[config.mk]
export PLATFORM = sky130hd
export DESIGN_NAME = iter_divider
export DESIGN_NICKNAME = d
export VERILOG_FILES = /design/src/rtl/iter_divider.sv
export SDC_FILE = /design/constraint.sdc
export NUM_CORES = 1
export LEC_CHECK = 0
export CORE_ASPECT_RATIO = 0.6
export CORE_MARGIN = 4
export CORE_UTILIZATION = 50
export DETAILED_ROUTE_END_ITERATION = 6
export PLACE_DENSITY = 0.72
export REMOVE_ABC_BUFFERS = 1
export SYNTH_ARGS = -nofsm -noshare
export SYNTH_HDL_FRONTEND = slang
export SYNTH_SLANG_ARGS = --single-unit
[constraint.sdc]
create_clock -name clk -period 10.45 [get_ports clk]
set_input_delay 2.6125 -clock clk [delete_from_list [all_inputs] [get_ports clk]]
set_output_delay 2.6125 -clock clk [all_outputs]
set_load 0.1 [all_outputs]
[src/rtl/iter_divider.sv]
// -----------------------------------------------------------------------------
// iter_divider
//   Iterative radix-2 restoring divider. It serves the execute stage's
//   en/done/is_flush/is_stall divide handshake and produces one quotient bit
//   per cycle. Signed operation divides the operand magnitudes and then
//   applies sign correction: the quotient truncates toward zero and the
//   remainder takes the sign of the dividend.
//
//   Latency: en is accepted at edge T. WIDTH iterations run at edges
//   T+1..T+WIDTH. The results are sign-corrected and registered at edge
//   T+WIDTH+1, together with done=1.
//
// Ports
//   clk        clock; all state changes on posedge
//   rst        synchronous reset, active-high
//   is_flush   abort the current operation; in IDLE it also blocks en
//   is_stall   consumer not ready; holds done and the results in DONE
//   en         start request, sampled only in IDLE
//   is_signed  1 = two's-complement operands, sampled with en
//   dividend   dividend, sampled with en
//   divisor    divisor, sampled with en
//   quotient   result, valid while done=1
//   remainder  result, valid while done=1
//   done       result valid (registered)
// -----------------------------------------------------------------------------
module iter_divider #(
   parameter int WIDTH = 32
) (
   input  logic             clk,
   input  logic             rst,
   input  logic             is_flush,
   input  logic             is_stall,
   input  logic             en,
   input  logic             is_signed,
   input  logic [WIDTH-1:0] dividend,
   input  logic [WIDTH-1:0] divisor,
   output logic [WIDTH-1:0] quotient,
   output logic [WIDTH-1:0] remainder,
   output logic             done
);

   localparam int CNT_W = $clog2(WIDTH + 1);
   localparam logic [CNT_W-1:0] LAST = CNT_W'(WIDTH);
   localparam logic [CNT_W-1:0] CNT_ONE = CNT_W'(1);

   typedef enum logic [1:0] {IDLE, BUSY, DONE} state_t;

   state_t           state;
   logic [CNT_W-1:0] count;
   logic [WIDTH-1:0] rem_p0;      // partial remainder
   logic [WIDTH-1:0] quo_p0;      // dividend bits shift out as quotient bits shift in
   logic [WIDTH-1:0] dvs_mag_p0;  // divisor magnitude
   logic             sign_q;
   logic             sign_r;
   logic [WIDTH:0]   trial_p0;

   // Magnitude of an operand. Only a signed operand with its MSB set is
   // negated. The most negative value maps onto itself, which is the correct
   // unsigned magnitude 2^(WIDTH-1).
   function automatic logic [WIDTH-1:0] mag(input logic signed [WIDTH-1:0] v,
                                            input logic sgn);
      logic signed [WIDTH-1:0] neg_v;
      neg_v = -v;
      return (sgn && v[WIDTH-1]) ? $unsigned(neg_v) : $unsigned(v);
   endfunction

   // Final sign correction of a magnitude result.
   function automatic logic [WIDTH-1:0] cond_neg(input logic [WIDTH-1:0] v,
                                                 input logic neg);
      logic signed [WIDTH-1:0] neg_v;
      neg_v = -$signed(v);
      return neg ? $unsigned(neg_v) : v;
   endfunction

   // The trial subtraction is WIDTH+1 bits wide because the shifted remainder
   // can reach 2*divisor-1. Bit WIDTH set means the subtraction went negative.
   assign trial_p0 = {rem_p0, quo_p0[WIDTH-1]} - {1'b0, dvs_mag_p0};

   always_ff @(posedge clk) begin
      if (rst) begin
         state     <= IDLE;
         done      <= 1'b0;
         quotient  <= '0;
         remainder <= '0;
         count     <= '0;
      end else begin
         case (state)
            IDLE: begin
               done <= 1'b0;
               if (!is_flush && en) begin
                  quo_p0     <= mag($signed(dividend), is_signed);
                  dvs_mag_p0 <= mag($signed(divisor), is_signed);
                  rem_p0     <= '0;
                  sign_q     <= is_signed & (dividend[WIDTH-1] ^ divisor[WIDTH-1]);
                  sign_r     <= is_signed & dividend[WIDTH-1];
                  count      <= '0;
                  state      <= BUSY;
               end
            end
            // ---- iteration stage: one quotient bit per cycle ----
            BUSY: begin
               if (is_flush) begin
                  state <= IDLE;
               end else if (count == LAST) begin
                  quotient  <= cond_neg(quo_p0, sign_q);
                  remainder <= cond_neg(rem_p0, sign_r);
                  done      <= 1'b1;
                  state     <= DONE;
               end else begin
                  if (!trial_p0[WIDTH]) begin
                     rem_p0 <= trial_p0[WIDTH-1:0];
                     quo_p0 <= {quo_p0[WIDTH-2:0], 1'b1};
                  end else begin
                     rem_p0 <= {rem_p0[WIDTH-2:0], quo_p0[WIDTH-1]};
                     quo_p0 <= {quo_p0[WIDTH-2:0], 1'b0};
                  end
                  count <= count + CNT_ONE;
               end
            end
            // ---- result stage: hold until the consumer takes it ----
            DONE: begin
               if (is_flush || !is_stall) begin
                  done  <= 1'b0;
                  state <= IDLE;
               end
            end
            default: begin
               done  <= 1'b0;
               state <= IDLE;
            end
         endcase
      end
   end

endmodule
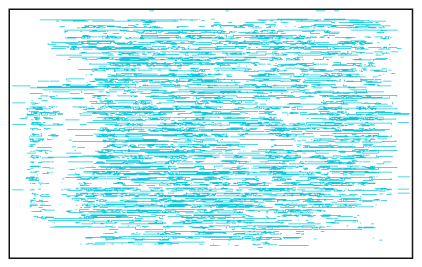
Figure 1: metal 1.
Drawn at 2 px/um.
wire length on this layer: 16,500 um
nets with wire on the layer: 1,369
share of all routed wire: 52%
longest straight run: 60.9 um
main direction: horizontal
final wirelength: 31,630 um
vias: 10,073

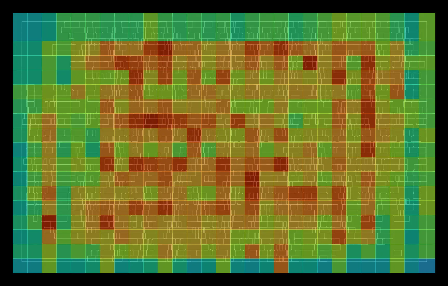
Figure 2: track usage over the die.
met1 Use GR: 0.4239
met3 Usage GRT: 0.06011
GR peak layer: met1
met2 Use GR: 0.3094
DR WL/cell: 18.99 um

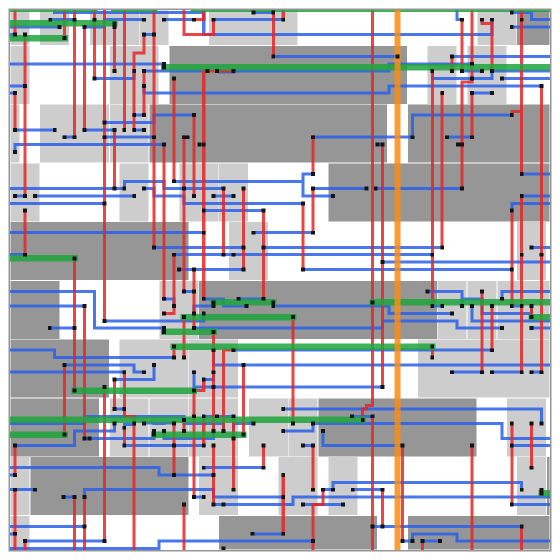
Figure 3: a small window of the routed layout.
Window x 138 to 163, y 80 to 105 um. Cells in grey, sequential cells in the stronger grey; small squares are vias.
[metal 1] blue
[metal 3] green
[metal 4] orange
[metal 2] red
netlist names of flops here include: quo_p0 (6), count (2), quotient (2)
most frequent: nand2_1 (10), o21ai_0 (8), edfxtp_1 (6)
sequential cells in the window: 11
cells with their middle in the window: 45

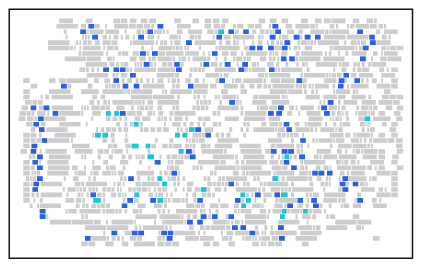
Figure 4: selected gate families.
Drawn at 2 px/um.
[AND-OR and OR-AND gates] cyan | cells: 29 | most used: a21o_1
[XOR/XNOR gates] blue | cells: 133 | most used: xor2_1 | where: spread over the die
Comb area share: 0.4733
most used logic cell in the final layout: clkdlybuf4s50_1
post-route non-filler standard cell count: 1,666

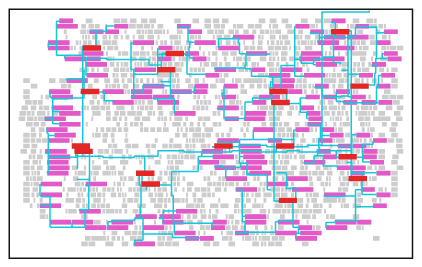
Figure 5: clock distribution.
Drawn at 2 px/um.
[flip-flops] magenta | count: 171
[clock wires] cyan | length: 2,290 um
[clock drivers] red | count: 17
flops lie: spread over the die
routed clock nets: 18
Setup Skew: 0.01034 ns
Clock Power: 630 uW

==> CHANGELOG.md <==
### Changed

* Status: finished, final reports clean
* Final net count at 1,476
* Reg2Reg Setup Slack at 6.40 ns
* RSZ-0062 raised after global routing: no
* Hold slack at 0.4581 ns
* Sequential cell area share at 0.3321
* Yosys stat area at 0.01116 mm2
* Least-Margin Pin Slew at 1.126 ns
* Register share of total power at 0.466
* Initial antenna violation count at 1
* Aoi share at 0.2272
* Tool warnings at 28
* Gr usage total at 0.2517
* Number of global-route vias before repair at 8,749
* Final setup viols at 0
* IO Port Bufs at 134
* ANT cells at 0
* Placed inst area at 0.01268 mm2
* P_seq at 752 uW
* # DRC at 0
* Number of H-tree levels at 4
* DP HPWL at 23,690 um
* Total global routing overflow at 0
* R2r startpoint: quo_p0[31]
* Well-Tap Cells at 286
* Flops at 171
* Critical Path RT at 10.64 ns
* Top sig layer: met5
* Max-Cap Viols at 0
* Number of distinct library cells after synthesis at 81
* Asr flop ratio synth at 0
* Switch Pwr at 437.5 uW
* CTS tree: built
* Signal buffers at 144
* Final slew viol count at 0
* Fill cells at 1,988
* Post-Syn Area at 0.01116 mm2
* CTS Buf Count at 17
* # clk buffers at 22
* Multi-In Gates at 972
* CP peak stage delay at 0.60 ns
* Slew HR at 0.2494
* Top Layout Cells: 133 x clkdlybuf4s50_1, 117 x nand2_1, 111 x a21oi_1
* Final setup TNS at 0 ns
* Crit Path Class: input pin to flip-flop
* Hold endpoint: remainder[0]
* Placed Cells at 1,634
* CP cell instances: clkdlybuf4s50_1 > nor2_1 > nand2_1 > nor3_1 > nor3b_2 > nand2_1 > or4_1 > o31ai_2 > xnor2_1
* First-pass DRT Iterations at 6
* DR WL met2 at 11,630 um
* Area grow syn2layout at 18.81%
* Comb pwr share at 0.144
* XORs/XNORs by Area at 0.1043
* Global-route wire length before repair at 49,410 um
* I/O pins at 135
* Flop area at 0.004404 mm2
* Clk ins delay skew pair at 0.45 ns
* Comb group at 232 uW
* Worst Hold Launch: remainder[0]
* Die width at 200.9 um
* Worst VDD drop at 105.6 uV
* Fin crit period at 5.197 ns
* Static leakage power at 0.004700 uW
* Clock network area share at 0.04396
* Ys flop type: edfxtp_1
* Cell internal pwr at 1178 uW
* Adder Share, Synth at 0.04438
* Critical Path Sink Type: flip-flop
* Post-synth EDFFs at 98
* CP max FO at 5
* Ys Warns at 0
* Core footprint at 0.02202 mm2
* R2r endpoint: rem_p0[17]
* Period utilization at 0.4974
* Max power group: registers
* Rows at 42
* Die area at 0.02486 mm2
* Switching share of power at 0.2708
* Synth Seq Share at 0.3945
* Post-CTS sizing at 0
* Mux frac, synth at 0.002690
* Peak Freq at 0.1924 GHz
* NonClk Buf Share at 0.1064
* Mapped Cells at 1,274
* CP max-delay cell: nor3_1
* Design Power at 1615 uW
* Hold Path Stages at 2
* Post-route cell area at 0.01326 mm2
* Met3 routed WL at 3193 um
* Inverters excl. clock at 61
* Top non-seq family: AND-OR/OR-AND gates
* Crit path arrival time at 5.39 ns
* Fp_density at 0.5070
* Worst-case clock buffer depth at 2
* Largest area class, layout: combinational gates
* Yosys Instances at 1,274
* Post-Route M1 WL at 16,470 um
* Initial drt markers at 1,077
* Clk sinks at 171
* Detail Route Antenna Nets at 0
* Layout cells sized above 1 at 0.05507
* Hold Vio Cnt, Final at 0
* Worst slack, placed at 4.773 ns
* HP Class: flip-flop to flip-flop
* # Post-CTS Setup Buffers at 0
* Final Util at 0.6023
* Clock transition at path regs at 0.07 ns
* Simple-Gate Area Share at 0.1806
* CTS Root Cell: clkbuf_16
* Setup ws final at 5.253 ns
* Vias/cell at 6.046
* Gate Area at 0.006277 mm2
* Pin count of the biggest net entering global routing at 110
* GPL Wtd Cong at 0.9444
* R2R cell count at 12
* CP Launch Type: input pin
* Crit-path most repeated cell: nand2_1
* Clk pwr share at 0.390
* Yosys reg bits at 171
* Post-synthesis area per instance at 8.762 um2
worst max-delay path by stage:
stage,start,end,slack (ns),cells after the start
6_report,divisor[2],dvs_mag_p0[29],5.25,9
5_1_grt,divisor[2],dvs_mag_p0[29],4.97,9
3_5_place_dp,divisor[2],dvs_mag_p0[29],4.77,9
4_1_cts,divisor[2],dvs_mag_p0[29],5.24,9
2_1_floorplan,is_flush,dvs_mag_p0[0],3.81,2
3_3_place_gp,divisor[0],dvs_mag_p0[29],4.84,9
synth_stat cells, types with 3 or more instances:
cell type  count  area (um2)
a221oi_1       3       26.28
a21o_1        10       75.07
o41ai_1        9       78.83
clkbuf_1      51       191.4
o21ai_1       18       90.09
nand3b_1       3       22.52
a311oi_1       6       52.55
nand4_1       15       93.84
mux2i_1        3       30.03
a31oi_1        6       37.54
and3_1        18       112.6
or3_1         16       100.1
o31ai_2        4       50.05
a211o_1        5       43.79
o211ai_1      11       82.58
xnor2_1       57       499.2
inv_1         60       225.2
buf_1          4       15.01
ha_1          38       475.5
dfxtp_1       73        1461
nor4_1         4       25.02
nor2_1       110       412.9
edfxtp_1      98        2943
o31ai_1       27       202.7
buf_2         13       65.06
o21ai_0       90       450.4
a21oi_1      111       555.5
a211oi_1      52       390.4
xor2_1        76       665.6
nand3_1       36       180.2
or4_1         11       82.58
nor3_1        23       115.1
nor2b_1        8       50.05
nand4b_1       4       35.03
o21bai_1       4       30.03
nand2b_1       9       56.30
and2_1         9       56.30
o21a_1         7       52.55
o2111ai_1      5       43.79
nand2_1      117       439.2
critical path, delay by kind of cell:
family                    cells  cell delay [ns]
xor gates and xnor gates      1             0.08
and+or+nand+nor               6             2.02
buffers and inverters         1             0.45
AOI/OAI and AO/OA             1             0.22
Power and IR drop assume default switching activity.
